$ cat config.mk
export PLATFORM = sky130hd
export DESIGN_NAME = ifetch_unit
export DESIGN_NICKNAME = d
export VERILOG_FILES = /design/src/rtl/ifetch_unit_pkg.sv /design/src/rtl/ifetch_unit_fetch_fifo.sv /design/src/rtl/ifetch_unit.sv
export SDC_FILE = /design/constraint.sdc
export NUM_CORES = 1
export LEC_CHECK = 0
export CAP_MARGIN = 20
export CORE_MARGIN = 5
export CORE_UTILIZATION = 40
export DETAILED_ROUTE_END_ITERATION = 8
export GPL_ROUTABILITY_DRIVEN = 0
export PLACE_DENSITY = 0.71
export RECOVER_POWER = 50
export SYNTH_ARGS = -nofsm -noshare
export SYNTH_HDL_FRONTEND = slang
export SYNTH_SLANG_ARGS = --single-unit
$ cat constraint.sdc
create_clock -name clk_i -period 6.2 [get_ports clk_i]
set_input_delay 0.93 -clock clk_i [delete_from_list [all_inputs] [get_ports clk_i]]
set_output_delay 0.93 -clock clk_i [all_outputs]
set_load 0.01 [all_outputs]
$ cat src/rtl/ifetch_unit_pkg.sv
// ifetch_unit_pkg: shared constants and types for the instruction fetch unit.
//   PcWidthDef   - default fetch address width
//   InstWidthDef - default instruction word width
//   fetch_mode_e - effective fetch mode (normal, or draining stale responses)
package ifetch_unit_pkg;

    localparam int unsigned PcWidthDef   = 32;
    localparam int unsigned InstWidthDef = 32;

    typedef enum logic {
        ModeNormal = 1'b0,
        ModeDrain  = 1'b1
    } fetch_mode_e;

endpackage

$ cat src/rtl/ifetch_unit_fetch_fifo.sv
// fetch_fifo: parameterised synchronous FIFO with a synchronous clear.
//   clk_i, rst_n_i  - clock, asynchronous active-low reset
//   clear_i         - drop all contents (wins over push/pop)
//   push_i, wdata_i - write one entry (legal when full only together with pop_i)
//   pop_i           - remove the head entry (ignored when empty)
//   rdata_o         - head entry (undefined when empty)
//   full_o, empty_o, count_o - occupancy
module fetch_fifo #(
    parameter int unsigned Width = 32,
    parameter int unsigned Depth = 2
) (
    input  logic                       clk_i,
    input  logic                       rst_n_i,
    input  logic                       clear_i,
    input  logic                       push_i,
    input  logic [Width-1:0]           wdata_i,
    input  logic                       pop_i,
    output logic [Width-1:0]           rdata_o,
    output logic                       full_o,
    output logic                       empty_o,
    output logic [$clog2(Depth+1)-1:0] count_o
);

    localparam int unsigned PtrW = (Depth > 1) ? $clog2(Depth) : 1;
    localparam int unsigned CntW = $clog2(Depth + 1);

    logic [Width-1:0] mem_q [Depth];
    logic [PtrW-1:0]  wr_ptr_q, wr_ptr_d;
    logic [PtrW-1:0]  rd_ptr_q, rd_ptr_d;
    logic [CntW-1:0]  count_q, count_d;
    logic             do_push, do_pop;

    assign full_o  = (count_q == CntW'(Depth));
    assign empty_o = (count_q == '0);
    assign count_o = count_q;
    assign rdata_o = mem_q[rd_ptr_q];

    // A full FIFO still accepts a push when the head leaves in the same cycle.
    assign do_pop  = pop_i & ~empty_o;
    assign do_push = push_i & (~full_o | do_pop);

    always_comb begin
        wr_ptr_d = wr_ptr_q;
        rd_ptr_d = rd_ptr_q;
        count_d  = count_q;
        if (clear_i) begin
            wr_ptr_d = '0;
            rd_ptr_d = '0;
            count_d  = '0;
        end else begin
            // Depth is a power of two, so the pointers wrap naturally.
            if (do_push) wr_ptr_d = wr_ptr_q + PtrW'(1);
            if (do_pop)  rd_ptr_d = rd_ptr_q + PtrW'(1);
            count_d = count_q + CntW'(do_push) - CntW'(do_pop);
        end
    end

    always_ff @(posedge clk_i or negedge rst_n_i) begin
        if (!rst_n_i) begin
            wr_ptr_q <= '0;
            rd_ptr_q <= '0;
            count_q  <= '0;
        end else begin
            wr_ptr_q <= wr_ptr_d;
            rd_ptr_q <= rd_ptr_d;
            count_q  <= count_d;
        end
    end

    always_ff @(posedge clk_i) begin
        if (do_push) mem_q[wr_ptr_q] <= wdata_i;
    end

    no_overflow_a: assert property (@(posedge clk_i) disable iff (!rst_n_i)
        (push_i & ~clear_i) |-> (~full_o | pop_i));

endmodule

$ cat src/rtl/ifetch_unit.sv
// ifetch_unit: issues in-order instruction memory requests for the fetch PC, pairs each
// variable-latency response with its PC and buffers the results for decode. Responses
// belonging to requests issued before a flush are discarded.
//   clk_i, rst_n_i        - clock, asynchronous active-low reset
//   F_PC_i                - fetch PC from the PC register
//   flush_i               - redirect/bubble, kills everything in flight
//   D_stall_i             - decode cannot accept this cycle
//   imem_req_valid_o/addr_o, imem_req_ready_i - request channel
//   imem_resp_valid_i/data_i                   - in-order response channel (no backpressure)
//   F_stall_o             - hold the PC register
//   D_valid_o, D_PC_o, D_instr_o               - instruction presented to decode
module ifetch_unit
    import ifetch_unit_pkg::*;
#(
    parameter int unsigned PC_WIDTH   = PcWidthDef,
    parameter int unsigned INST_WIDTH = InstWidthDef,
    parameter int unsigned DEPTH      = 2
) (
    input  logic                  clk_i,
    input  logic                  rst_n_i,
    input  logic [PC_WIDTH-1:0]   F_PC_i,
    input  logic                  flush_i,
    input  logic                  D_stall_i,
    output logic                  imem_req_valid_o,
    output logic [PC_WIDTH-1:0]   imem_req_addr_o,
    input  logic                  imem_req_ready_i,
    input  logic                  imem_resp_valid_i,
    input  logic [INST_WIDTH-1:0] imem_resp_data_i,
    output logic                  F_stall_o,
    output logic                  D_valid_o,
    output logic [PC_WIDTH-1:0]   D_PC_o,
    output logic [INST_WIDTH-1:0] D_instr_o
);

    localparam int unsigned CntW = $clog2(DEPTH + 1);
    localparam int unsigned ResW = PC_WIDTH + INST_WIDTH;

    logic [CntW-1:0]     outstanding_q, outstanding_d;
    logic [CntW-1:0]     discard_q, discard_d;
    fetch_mode_e         mode;

    logic                credits_ok, fire, resp_keep, res_pop;
    logic [PC_WIDTH-1:0] pcq_rdata;
    logic                pcq_full, pcq_empty;
    logic [CntW-1:0]     pcq_count;
    logic [ResW-1:0]     res_rdata;
    logic                res_full, res_empty;
    logic [CntW-1:0]     res_count;

    // Every outstanding request reserves a result slot, so the result FIFO never overflows.
    assign credits_ok = ({1'b0, outstanding_q} + {1'b0, res_count}) < (CntW+1)'(DEPTH);

    assign mode      = (discard_q != '0) ? ModeDrain : ModeNormal;
    assign fire      = imem_req_valid_o & imem_req_ready_i;
    assign resp_keep = imem_resp_valid_i & ~flush_i & (mode == ModeNormal);
    assign res_pop   = D_valid_o & ~D_stall_i;

    assign imem_req_valid_o = ~flush_i & credits_ok;
    assign imem_req_addr_o  = F_PC_i;
    // During a flush the PC register loads its redirect target instead of holding.
    assign F_stall_o        = ~fire & ~flush_i;

    always_comb begin
        outstanding_d = outstanding_q;
        discard_d     = discard_q;
        if (flush_i) begin
            // Everything still in flight after this edge is stale.
            outstanding_d = outstanding_q - CntW'(imem_resp_valid_i);
            discard_d     = outstanding_d;
        end else begin
            outstanding_d = outstanding_q + CntW'(fire) - CntW'(imem_resp_valid_i);
            if (imem_resp_valid_i && mode == ModeDrain) discard_d = discard_q - CntW'(1);
        end
    end

    always_ff @(posedge clk_i or negedge rst_n_i) begin
        if (!rst_n_i) begin
            outstanding_q <= '0;
            discard_q     <= '0;
        end else begin
            outstanding_q <= outstanding_d;
            discard_q     <= discard_d;
        end
    end

    fetch_fifo #(
        .Width (PC_WIDTH),
        .Depth (DEPTH)
    ) u_pc_queue (
        .clk_i   (clk_i),
        .rst_n_i (rst_n_i),
        .clear_i (flush_i),
        .push_i  (fire),
        .wdata_i (F_PC_i),
        .pop_i   (resp_keep),
        .rdata_o (pcq_rdata),
        .full_o  (pcq_full),
        .empty_o (pcq_empty),
        .count_o (pcq_count)
    );

    fetch_fifo #(
        .Width (ResW),
        .Depth (DEPTH)
    ) u_result_fifo (
        .clk_i   (clk_i),
        .rst_n_i (rst_n_i),
        .clear_i (flush_i),
        .push_i  (resp_keep),
        .wdata_i ({pcq_rdata, imem_resp_data_i}),
        .pop_i   (res_pop),
        .rdata_o (res_rdata),
        .full_o  (res_full),
        .empty_o (res_empty),
        .count_o (res_count)
    );

    always_comb begin
        D_valid_o = ~res_empty;
        D_PC_o    = '0;
        D_instr_o = '0;
        if (!res_empty) begin
            D_PC_o    = res_rdata[ResW-1:INST_WIDTH];
            D_instr_o = res_rdata[INST_WIDTH-1:0];
        end
    end

    resp_needs_request_a: assert property (@(posedge clk_i) disable iff (!rst_n_i)
        imem_resp_valid_i |-> (outstanding_q != '0));

    kept_resp_has_pc_a: assert property (@(posedge clk_i) disable iff (!rst_n_i)
        resp_keep |-> ~pcq_empty);

    no_fire_when_pcq_full_a: assert property (@(posedge clk_i) disable iff (!rst_n_i)
        fire |-> (~pcq_full | resp_keep));

    no_result_overflow_a: assert property (@(posedge clk_i) disable iff (!rst_n_i)
        resp_keep |-> (~res_full | res_pop));

    // Every outstanding request is either a stale one being drained or has a queued PC.
    count_invariant_a: assert property (@(posedge clk_i) disable iff (!rst_n_i)
        ({1'b0, outstanding_q} == ({1'b0, discard_q} + {1'b0, pcq_count})));

endmodule

Figure 1. Cell classes on the final placement.
Fill, decap, tap and diode cells in grey.
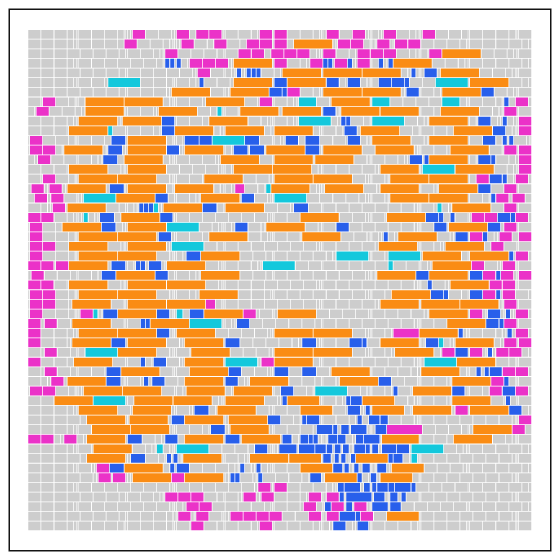
legend:
  magenta:
    class: other buffers and delay cells
    cells: 172
    share_of_their_area: 17%
  cyan:
    class: clock drivers and dummy loads
    cells: 36
    share_of_their_area: 6.1%
  orange:
    class: flip-flops
    cells: 204
    share_of_their_area: 60%
  blue:
    class: all other logic
    cells: 229
    share_of_their_area: 17%
final core utilization: 52.2%
cell area after layout: 10500 sq um

Figure 2. Clock routing.
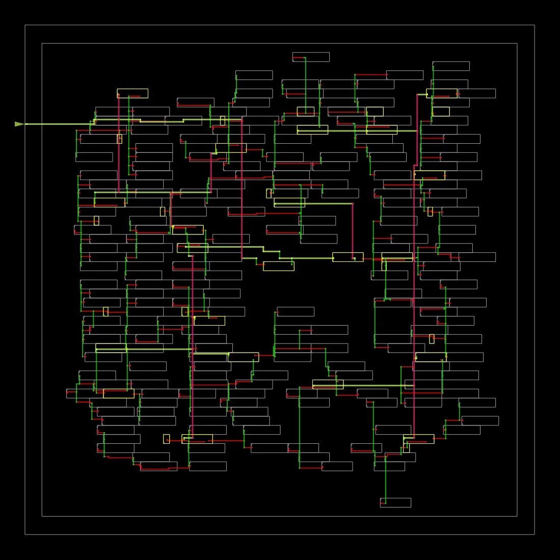
clock tree skew after final layout: 0.00513 ns
total clock buffers created by CTS: 21
insertion delay to the later sink of the worst-skew pair: 0.47 ns
number of clock sinks: 204
flip-flops: 204

[path summary, 6_finish.rpt]
path	start	endpoint	slack [ns]	cells after the start
min in group asynchronous	rst_n_i	u_pc_queue.count_o[1]	0.89	1
worst min register to register	u_result_fifo.wr_ptr_q	u_result_fifo.wr_ptr_q	0.52	1
worst max register to register	discard_q[0]	u_result_fifo.mem_q[0][35]	3.04	7
worst max-delay path	flush_i	F_stall_o	2.59	4
max in group asynchronous	rst_n_i	u_result_fifo.rd_ptr_q	4.90	1
worst min-delay path	u_result_fifo.wr_ptr_q	u_result_fifo.wr_ptr_q	0.52	1
[metrics by stage]
step | total power [W] | hold slack [ns] | instance area [sq um] | std cells
3_3_place_gp | 0.00294 | 0.519 | 9850 | 873
2_1_floorplan | 0.00243 | 0.463 | 8110 | 485
4_1_cts | 0.00411 | 0.553 | 10500 | 910
3_5_place_dp | 0.00298 | 0.541 | 9870 | 874
5_1_grt | 0.00424 | 0.570 | 10500 | 911
6_report | 0.00403 | 0.518 | 10500 | 912
[cell families (layout without fill, tap and decap cells)]
logic type / after synthesis / count (layout) / synth area share (%)
DFF: 204 / 204 / 74.8
xor gates and xnor gates: 8 / 8 / 0.864
adders and majority gates: 9 / 9 / 1.48
buffers and inverters: 62 / 218 / 4.52
other: 0 / 1 / 0
AOI/OAI and AO/OA: 9 / 9 / 0.633
and+or+nand+nor: 94 / 94 / 5.00
muxes: 99 / 99 / 12.7
[metal layers]
metal  part of all wire [%]  track usage [%]
met5                      0                0
met4                    1.7             2.53
met3                    6.1             3.44
met2                     50             22.8
met1                     42             15.8
[cells in the mapped netlist, types with 2 or more instances]
cell type / instances / area (sq um)
sky130_fd_sc_hd__a21oi_1: 4 / 20.0
sky130_fd_sc_hd__and2_1: 2 / 12.5
sky130_fd_sc_hd__buf_1: 2 / 7.51
sky130_fd_sc_hd__buf_2: 5 / 25.0
sky130_fd_sc_hd__buf_4: 32 / 240
sky130_fd_sc_hd__clkbuf_1: 12 / 45.0
sky130_fd_sc_hd__dfrtp_1: 12 / 300
sky130_fd_sc_hd__edfxtp_1: 192 / 5770
sky130_fd_sc_hd__ha_1: 8 / 100
sky130_fd_sc_hd__inv_1: 10 / 37.5
sky130_fd_sc_hd__mux2_2: 32 / 360
sky130_fd_sc_hd__mux2i_1: 67 / 671
sky130_fd_sc_hd__nand2_1: 5 / 18.8
sky130_fd_sc_hd__nor2_1: 71 / 267
sky130_fd_sc_hd__nor2b_1: 7 / 43.8
sky130_fd_sc_hd__nor3_1: 2 / 10.0
sky130_fd_sc_hd__o21ai_0: 3 / 15.0
sky130_fd_sc_hd__or4_1: 2 / 15.0
sky130_fd_sc_hd__xnor2_1: 5 / 43.8
sky130_fd_sc_hd__xor2_1: 3 / 26.3
[layout make-up]
class | instances | share of cell area, %
antenna | 1 | 0.0238
clock buffer | 33 | 5.72
clock inverter | 3 | 0.143
inverter | 10 | 0.357
multi-input combinational | 219 | 16.1
sequential | 204 | 57.8
tap | 270 | 3.22
timing repair buffer | 172 | 16.6
==> qor.csv <==
stage,metric,value,unit
pwr,power.switching_fraction,27.3,%
final_timing,setup_viol_count_final,0,
final_timing,clock.fmax,277,MHz
die,floorplan.die_area,23200,sq um
critical_path,crit_path_max_incr_delay,0.88,ns
die,core.rowCount,52,
cts,cts_hold_buf,0,
die,core_region_area,20100,sq um
route,dr.pass1.iters,4,
critical_path,critPathKind,in -> out,
synth,postSynth.topFlopCell,sky130_fd_sc_hd__edfxtp_1,
placed_design,hpwlAfterDp,9940,microns
pwr,leakagePower,3.49,nW
global_route,gr-total-overflow,0,
cts,tritoncts,built,
route,wire_per_inst,16.7,microns
critical_path,critical_path.cell_chain,dlygate4sd3_1 > nor3_1 > a21oi_1 > clkdlybuf4s50_1,
die,boundary_pins,169,
route,antenna_violating_nets_remaining,0,
job,max_cap_viol_count,0,
final_layout,nNetsFinal,707,
route,total_length_of_routed_wires,15200,microns
critical_path,cp_slowest_cell,sky130_fd_sc_hd__dlygate4sd3_1,
cts,cts.reportedPaths.clkPinSlew,0.06,ns
final_layout,post_route_cells_drive_above_1_share,6.55,%
status,run_status,finished clean,
final_timing,worst_slew_pin_slew,1.49,ns
global_route,grt_pass1_vias,4553,
final_layout,layout.filler_cells,1625,
final_timing,finalHoldViolations,0,
die,floorplanUtilization,40.3,%
final_timing,grt_setup_unrepaired,no,
critical_path,timing.critical_path.to_type,output port,
Power and IR drop assume default switching activity.
